===== config.mk =====
export PLATFORM = sky130hd
export DESIGN_NAME = ripple_seq_ctrl
export DESIGN_NICKNAME = d
export VERILOG_FILES = /design/src/rtl/ripple_ctrl_pkg.sv /design/src/rtl/ripple_sync.sv /design/src/rtl/ripple_seq_ctrl.sv
export SDC_FILE = /design/constraint.sdc
export NUM_CORES = 1
export LEC_CHECK = 0
export CAP_MARGIN = 20
export CORE_ASPECT_RATIO = 0.9
export CORE_MARGIN = 3
export CORE_UTILIZATION = 45
export CTS_CLUSTER_DIAMETER = 200
export DETAILED_ROUTE_END_ITERATION = 10
export GPL_ROUTABILITY_DRIVEN = 0
export GPL_TIMING_DRIVEN = 1
export PLACE_DENSITY = 0.77
export SLEW_MARGIN = 10
export SYNTH_ARGS = -nofsm -noshare
export SYNTH_HDL_FRONTEND = slang
export SYNTH_SLANG_ARGS = --single-unit
export TNS_END_PERCENT = 5

===== constraint.sdc =====
create_clock -name clk -period 4.6 [get_ports clk]
set_input_delay 0.92 -clock clk [delete_from_list [all_inputs] [get_ports clk]]
set_output_delay 0.92 -clock clk [all_outputs]
set_load 0.02 [all_outputs]

===== src/rtl/ripple_ctrl_pkg.sv =====
// Shared definitions for the ripple counter sequencing controller.
// Holds the default parameter values and the controller state encoding.
package ripple_ctrl_pkg;

  localparam int unsigned DEF_WIDTH         = 5;
  localparam int unsigned DEF_PW            = 8;
  localparam int unsigned DEF_SETTLE_CYCLES = 4;

  typedef enum logic [2:0] {
    StIdle,
    StBase,
    StPulseHi,
    StPulseLo,
    StSettle,
    StCheck,
    StDone
  } ripple_ctrl_state_t;

endpackage


===== src/rtl/ripple_sync.sv =====
// Two-flop synchronizer for a multi-bit value that is quasi-static when sampled.
// Ports:
//   clk        - destination clock
//   rst        - synchronous active-high reset, clears both flop stages
//   data_async - input bus from another clock domain
//   data_sync  - bus after two flop stages
module ripple_sync
  import ripple_ctrl_pkg::*;
#(
  parameter int unsigned WIDTH = DEF_WIDTH
) (
  input  logic             clk,
  input  logic             rst,
  input  logic [WIDTH-1:0] data_async,
  output logic [WIDTH-1:0] data_sync
);

  logic [WIDTH-1:0] meta_q;
  logic [WIDTH-1:0] sync_q;

  always_ff @(posedge clk) begin
    if (rst) begin
      meta_q <= '0;
      sync_q <= '0;
    end else begin
      meta_q <= data_async;
      sync_q <= meta_q;
    end
  end

  assign data_sync = sync_q;

endmodule


===== src/rtl/ripple_seq_ctrl.sv =====
// Sequencer for the ripple counter datapath: issues a programmed number of
// single-cycle pulses into the counter's first stage, lets the ripple settle,
// then samples the synchronized counter and checks it against baseline + pulses.
// Ports:
//   clk       - clock, all state updates on the rising edge
//   rst       - synchronous active-high reset
//   start     - run request, only honoured while idle
//   pulses    - pulse count for the run, latched on the accepted start
//   cnt_in    - counter outputs (asynchronous), bit 0 is the first stage
//   pulse_out - registered clock into the counter's first stage
//   busy      - high from the accepted start until done
//   done      - one-cycle completion strobe
//   sample    - synchronized counter value captured at the end of the run
//   match     - sample equals the expected count; held until the next check
module ripple_seq_ctrl
  import ripple_ctrl_pkg::*;
#(
  parameter int unsigned WIDTH         = DEF_WIDTH,
  parameter int unsigned PW            = DEF_PW,
  parameter int unsigned SETTLE_CYCLES = DEF_SETTLE_CYCLES
) (
  input  logic             clk,
  input  logic             rst,
  input  logic             start,
  input  logic [PW-1:0]    pulses,
  input  logic [WIDTH-1:0] cnt_in,
  output logic             pulse_out,
  output logic             busy,
  output logic             done,
  output logic [WIDTH-1:0] sample,
  output logic             match
);

  localparam int unsigned WAIT_W = $clog2(SETTLE_CYCLES + 1);
  // BASE spends SETTLE_CYCLES+1 cycles (counter 0..SETTLE_CYCLES) so the first
  // pulse lands SETTLE_CYCLES+1 edges after start; SETTLE spends SETTLE_CYCLES.
  localparam logic [WAIT_W-1:0] BASE_LAST   = WAIT_W'(SETTLE_CYCLES);
  localparam logic [WAIT_W-1:0] SETTLE_LAST = WAIT_W'(SETTLE_CYCLES - 1);

  ripple_ctrl_state_t state_q, state_d;
  logic [WAIT_W-1:0]  wait_q, wait_d;
  logic [PW-1:0]      remaining_q, remaining_d;
  logic [PW-1:0]      pulses_q, pulses_d;
  logic [WIDTH-1:0]   baseline_q, baseline_d;
  logic [WIDTH-1:0]   sample_q, sample_d;
  logic               match_q, match_d;
  logic               pulse_q, busy_q, done_q;
  logic [WIDTH-1:0]   cnt_sync;
  logic [WIDTH-1:0]   expected;

  ripple_sync #(
    .WIDTH (WIDTH)
  ) u_sync (
    .clk        (clk),
    .rst        (rst),
    .data_async (cnt_in),
    .data_sync  (cnt_sync)
  );

  // Sum in PW+1 bits, then truncate: counter wrap is expected, not an error.
  assign expected = WIDTH'((PW + 1)'(baseline_q) + (PW + 1)'(pulses_q));

  always_comb begin
    state_d     = state_q;
    wait_d      = wait_q;
    remaining_d = remaining_q;
    pulses_d    = pulses_q;
    baseline_d  = baseline_q;
    sample_d    = sample_q;
    match_d     = match_q;

    unique case (state_q)
      StIdle: begin
        if (start) begin
          pulses_d    = pulses;
          remaining_d = pulses;
          wait_d      = '0;
          state_d     = StBase;
        end
      end
      StBase: begin
        if (wait_q == BASE_LAST) begin
          baseline_d = cnt_sync;
          wait_d     = '0;
          state_d    = (remaining_q == '0) ? StSettle : StPulseHi;
        end else begin
          wait_d = wait_q + WAIT_W'(1);
        end
      end
      StPulseHi: begin
        state_d = StPulseLo;
      end
      StPulseLo: begin
        remaining_d = remaining_q - PW'(1);
        wait_d      = '0;
        state_d     = (remaining_q == PW'(1)) ? StSettle : StPulseHi;
      end
      StSettle: begin
        if (wait_q == SETTLE_LAST) begin
          wait_d  = '0;
          state_d = StCheck;
        end else begin
          wait_d = wait_q + WAIT_W'(1);
        end
      end
      StCheck: begin
        sample_d = cnt_sync;
        match_d  = (cnt_sync == expected);
        state_d  = StDone;
      end
      StDone: begin
        state_d = StIdle;
      end
      default: begin
        state_d = StIdle;
      end
    endcase
  end

  always_ff @(posedge clk) begin
    if (rst) begin
      state_q     <= StIdle;
      wait_q      <= '0;
      remaining_q <= '0;
      pulses_q    <= '0;
      baseline_q  <= '0;
      sample_q    <= '0;
      match_q     <= 1'b0;
      pulse_q     <= 1'b0;
      busy_q      <= 1'b0;
      done_q      <= 1'b0;
    end else begin
      state_q     <= state_d;
      wait_q      <= wait_d;
      remaining_q <= remaining_d;
      pulses_q    <= pulses_d;
      baseline_q  <= baseline_d;
      sample_q    <= sample_d;
      match_q     <= match_d;
      // Outputs are decoded from the next state so they are glitch-free flops
      // that line up with the state they describe.
      pulse_q     <= (state_d == StPulseHi);
      busy_q      <= (state_d != StIdle) && (state_d != StDone);
      done_q      <= (state_d == StDone);
    end
  end

  assign pulse_out = pulse_q;
  assign busy      = busy_q;
  assign done      = done_q;
  assign sample    = sample_q;
  assign match     = match_q;

endmodule


### Ports around the boundary, run 1

Pins as bars across the die edge, other pins in gray.
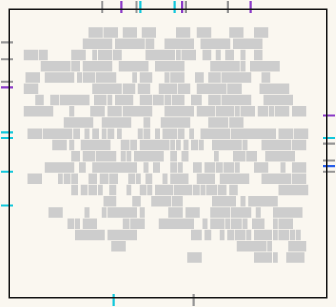
legend:
  `pulse_out`:
    color: blue
    pins: 1
    direction: output
    edge: right
  `sample`:
    color: purple
    pins: 5
    direction: output
    edge: 3 top, 1 right, 1 left
  `pulses`:
    color: cyan
    pins: 8
    direction: input
    edge: 4 left, 2 top, 1 right, 1 bottom
all pins by edge: 9 top, 8 left, 6 right, 2 bottom
port bufs: 24
Die H: 69.4 µm

### The metal 3 layer, run 1

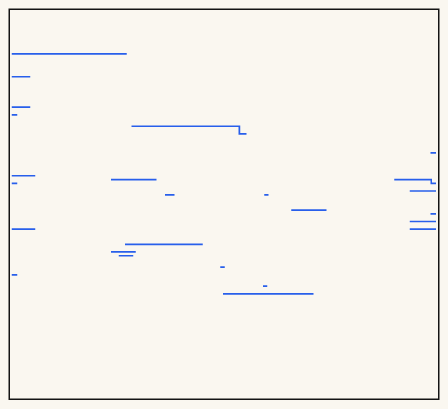
wire length on this layer: 132 µm
longest straight run: 20.2 µm
main direction: horizontal
nets with wire on the layer: 20
share of all routed wire: 3.7%
wirelength, routed: 3.54 mm
vias: 1528
met3 usage: 0.0442

### Metal layers overlaid, run 1

Only two layers are drawn.
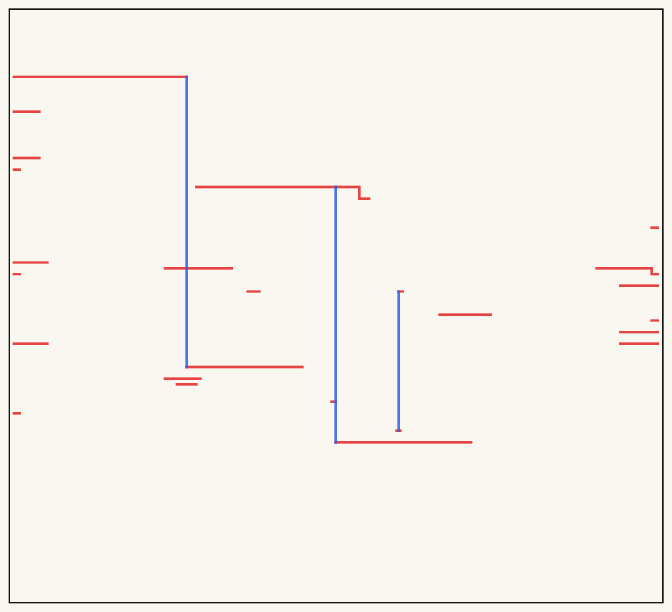
legend:
  M4:
    color: blue
    wire_length: 80.2 µm
  M3:
    color: red
    wire_length: 132 µm
Global Route Usage Sum: 0.138
DR WL/cell: 11.9 µm

### Routing congestion map, run 1

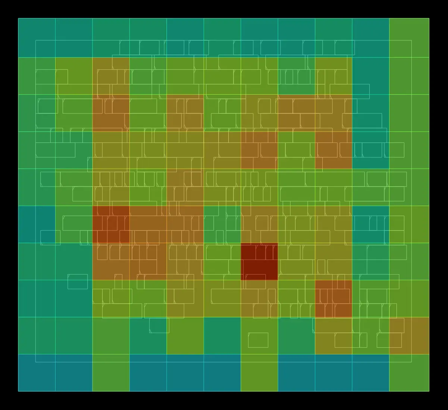
final core occ: 0.571
M2 GR Usage: 0.202
busiest layer in global routing: met2
met1 Use GR: 0.183

==> Changelog: implementation, run 1 <==
### Implementation results

* Status: finished, final reports clean
* I/O pin total at 25
* H-Tree Depth at 2
* Die Area at 5300 µm²
* Final-layout clock-cell area share at 0.0555
* Worst Setup SP: start
* Worst-Margin Slew at 0.769 ns
* Clock buf count at 6
* Crit path capture: remaining_q[5]$_SDFFE_PP0P_
* Area leader share at 0.429
* Comb group at 0.0790 mW
* Core Box Area at 4180 µm²
* Cell area after layout at 2390 µm²
* Largest logic family: simple AND/OR/NAND/NOR gates
* Via density per instance at 5.14
* CP max stage cell: or4b_1
* Total CTS buffers at 5
* Initial antenna violation count at 0
* Final worst slack at 2.30 ns
* Seq pwr share at 0.487
* WP buf/inv at 1
* Remaining antenna violation count at 0
* Post-CTS Resized at 0
* Fin crit share at 0.499
* Synth Seq Share at 0.429
* Crit path DRT at 4.76 ns
* AND-OR/OR-AND Cells, Area Fraction at 0.120
* Synth top cells by count: dfxtp_1, nor2_1, nand2_1
* Final-stage net count at 264
* Fraction of layout cells with a size suffix above 1 at 0.0717
* Psw at 0.178 mW
* Pre-Place Util at 0.480
* Most flop-heavy register: remaining_q
* Top logic cell by instance count in the layout: dfxtp_1
* Final setup TNS at 0 ns
* Hold_ws at 0.440 ns
* OpenROAD warning count at 30
* Gate Area at 1040 µm²
* Asr flop ratio synth at 0
* Simple share at 0.217
* Logic gate share of total power at 0.096
* Routed wl met2 at 1.56 mm
* Rel. slew slack at 0.486
* Area Overhead vs Synth at 19.0%
* Max reg flops at 8
* GRT overflow at 0
* Mapped Area at 2010 µm²
* Total area of sequential cells at 861 µm²
* TritonRoute pass-1 iters at 4
* # Taps at 60
* Top cells by area: dfxtp_1, ha_1, mux2i_1, nor2_1, nor2b_1
* Post-Layout Cell Count at 297
* Flops at 43
* Max-cap violation count at 0
* VDD IR max at 0.158 mV
* #MultiIn Comb at 153
* Max-area cell class: multi-input combinational cells
* Post-synthesis xor/xnor area fraction at 0.0393
* Clock power share at 0.416
* Count of clock tree sinks at 43
* Hold Crit Depth at 1
* Max-slew violations at 0
* CTS tree: yes
* Comb/total area at 0.437
* Clk latency late pin at 0.30 ns
* Commonest non-fill, non-tap cells in the layout: dfxtp_1, nor2_1, clkdlybuf4s50_1
## Run 2: what changed since run 1
- clock period: 4.6 -> 2.4 ns (I/O delays scaled with it)
### Routing congestion map, run 2

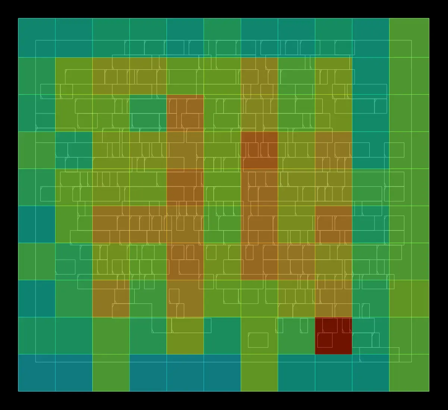
M2 GR Usage: 0.211
Global Route Usage Sum: 0.145
final core occ: 0.577
met3 usage: 0.0468
DR WL/cell: 12.1 µm

==> run 2 against run 1 <==
Net effect: final area grew 0.94%; clock skew decreased by 0.0013 ns; worst hold slack better by 0.0013 ns; combinational power up 95%; routed wire length is 2.4% higher; worst setup slack got worse by 1.8 ns; register-to-register slack got worse by 2.0 ns; core utilization grew 0.54 points; flip-flop count did not move; sequential share of layout area is 0.34 points lower; power rose by 92%.
==> Changelog: implementation, run 2 <==
### Implementation results

* Post-Layout Cell Count at 300 (+1.0%)
* Vias in the first global route at 1362
* Worst-Margin Slew at 0.466 ns (-0.303 ns)
* Comb group at 0.154 mW (+95%)
* Unrepaired setup endpoints after global routing: no
* Seq pwr share at 0.486 (about the same)
* Max-slew violations at 0 (unchanged)
* Area leader share at 0.429 (unchanged)
* CP max stage cell: or4b_1
* Clk latency late pin at 0.29 ns (about the same)
* Core Box Area at 4180 µm² (unchanged)
* Via density per instance at 5.06 (-1.6%)
* GRT overflow at 0 (unchanged)
* Status: finished, final reports clean
* Pre-Place Util at 0.480 (unchanged)
* Final-stage net count at 267 (+1.1%)
* Crit path capture: remaining_q[5]$_SDFFE_PP0P_
* Final-layout clock-cell area share at 0.0550 (-0.000518)
* Count of clock tree sinks at 43 (unchanged)
* Post-place instance area at 2280 µm²
* Comb/total area at 0.433 (-0.00408)
* Max-cap violation count at 0 (unchanged)
* Clk buf depth at 2
* Die H at 69.4 µm (unchanged)
* Crit path DRT at 2.57 ns (-2.19 ns)
* Total area of sequential cells at 861 µm² (unchanged)
* I/O pin total at 25 (unchanged)
* Remaining antenna violation count at 0 (unchanged)
* #MultiIn Comb at 153 (unchanged)
* Initial antenna violation count at 0 (unchanged)
* Fraction of layout cells with a size suffix above 1 at 0.0833 (+0.0116)
* Reg-to-Reg Start: pulses_q[0]$_SDFFE_PP0P_
* Cell area after layout at 2410 µm² (+0.94%)
* Fin crit share at 0.776
* Clock power share at 0.417 (about the same)
* Hold_ws at 0.441 ns (+0.00132 ns)
* Synth top cells by count: dfxtp_1, nor2_1, nand2_1
* Largest logic family: simple AND/OR/NAND/NOR gates
* Logic gate share of total power at 0.098 (+0.002)
* Rel. slew slack at 0.687 (+0.201)
* Area Overhead vs Synth at 20.1%
* Asr flop ratio synth at 0 (unchanged)
* Simple share at 0.217 (unchanged)
* Commonest non-fill, non-tap cells in the layout: dfxtp_1, nor2_1, clkdlybuf4s50_1
* Psw at 0.344 mW (+93%)
* Flops at 43 (unchanged)
* TritonRoute pass-1 iters at 4 (unchanged)
* WP buf/inv at 1 (unchanged)
* Clock buf count at 6 (unchanged)
* Final worst slack at 0.537 ns (-1.77 ns)
* Max reg flops at 8 (unchanged)
* AND-OR/OR-AND Cells, Area Fraction at 0.120 (unchanged)
* Final setup TNS at 0 ns (unchanged)
* OpenROAD warning count at 30 (unchanged)
* Routed wl met2 at 1.52 mm (-2.3%)
* Top cells by area: dfxtp_1, ha_1, mux2i_1, nor2_1, nor2b_1
* Max-area cell class: multi-input combinational cells
* Hold Crit Depth at 1 (unchanged)
* Synth Seq Share at 0.429 (unchanged)
* Mapped Area at 2010 µm² (unchanged)
* Die Area at 5300 µm² (unchanged)
* Most flop-heavy register: remaining_q
* Total CTS buffers at 5 (unchanged)
* H-Tree Depth at 2 (unchanged)
* Post-CTS Resized at 0 (unchanged)
* Pleak at 0.986 nW
* Port bufs at 24 (unchanged)
* Worst Setup SP: start
* Top logic cell by instance count in the layout: dfxtp_1
* Reg2Reg Depth at 7
* Post-synthesis xor/xnor area fraction at 0.0393 (unchanged)
### The metal 3 layer, run 2

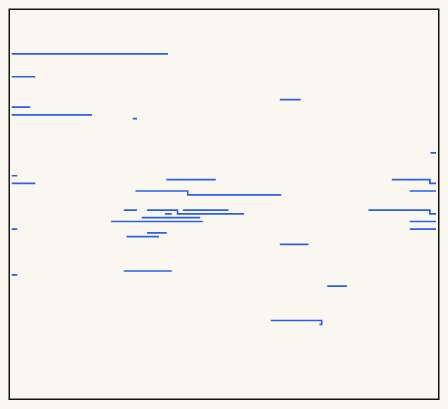
main direction: horizontal
nets with wire on the layer: 24
longest straight run: 27.6 µm
share of all routed wire: 6.0%
wire length on this layer: 217 µm
wirelength, routed: 3.63 mm
vias: 1519

Power and IR drop assume default switching activity.
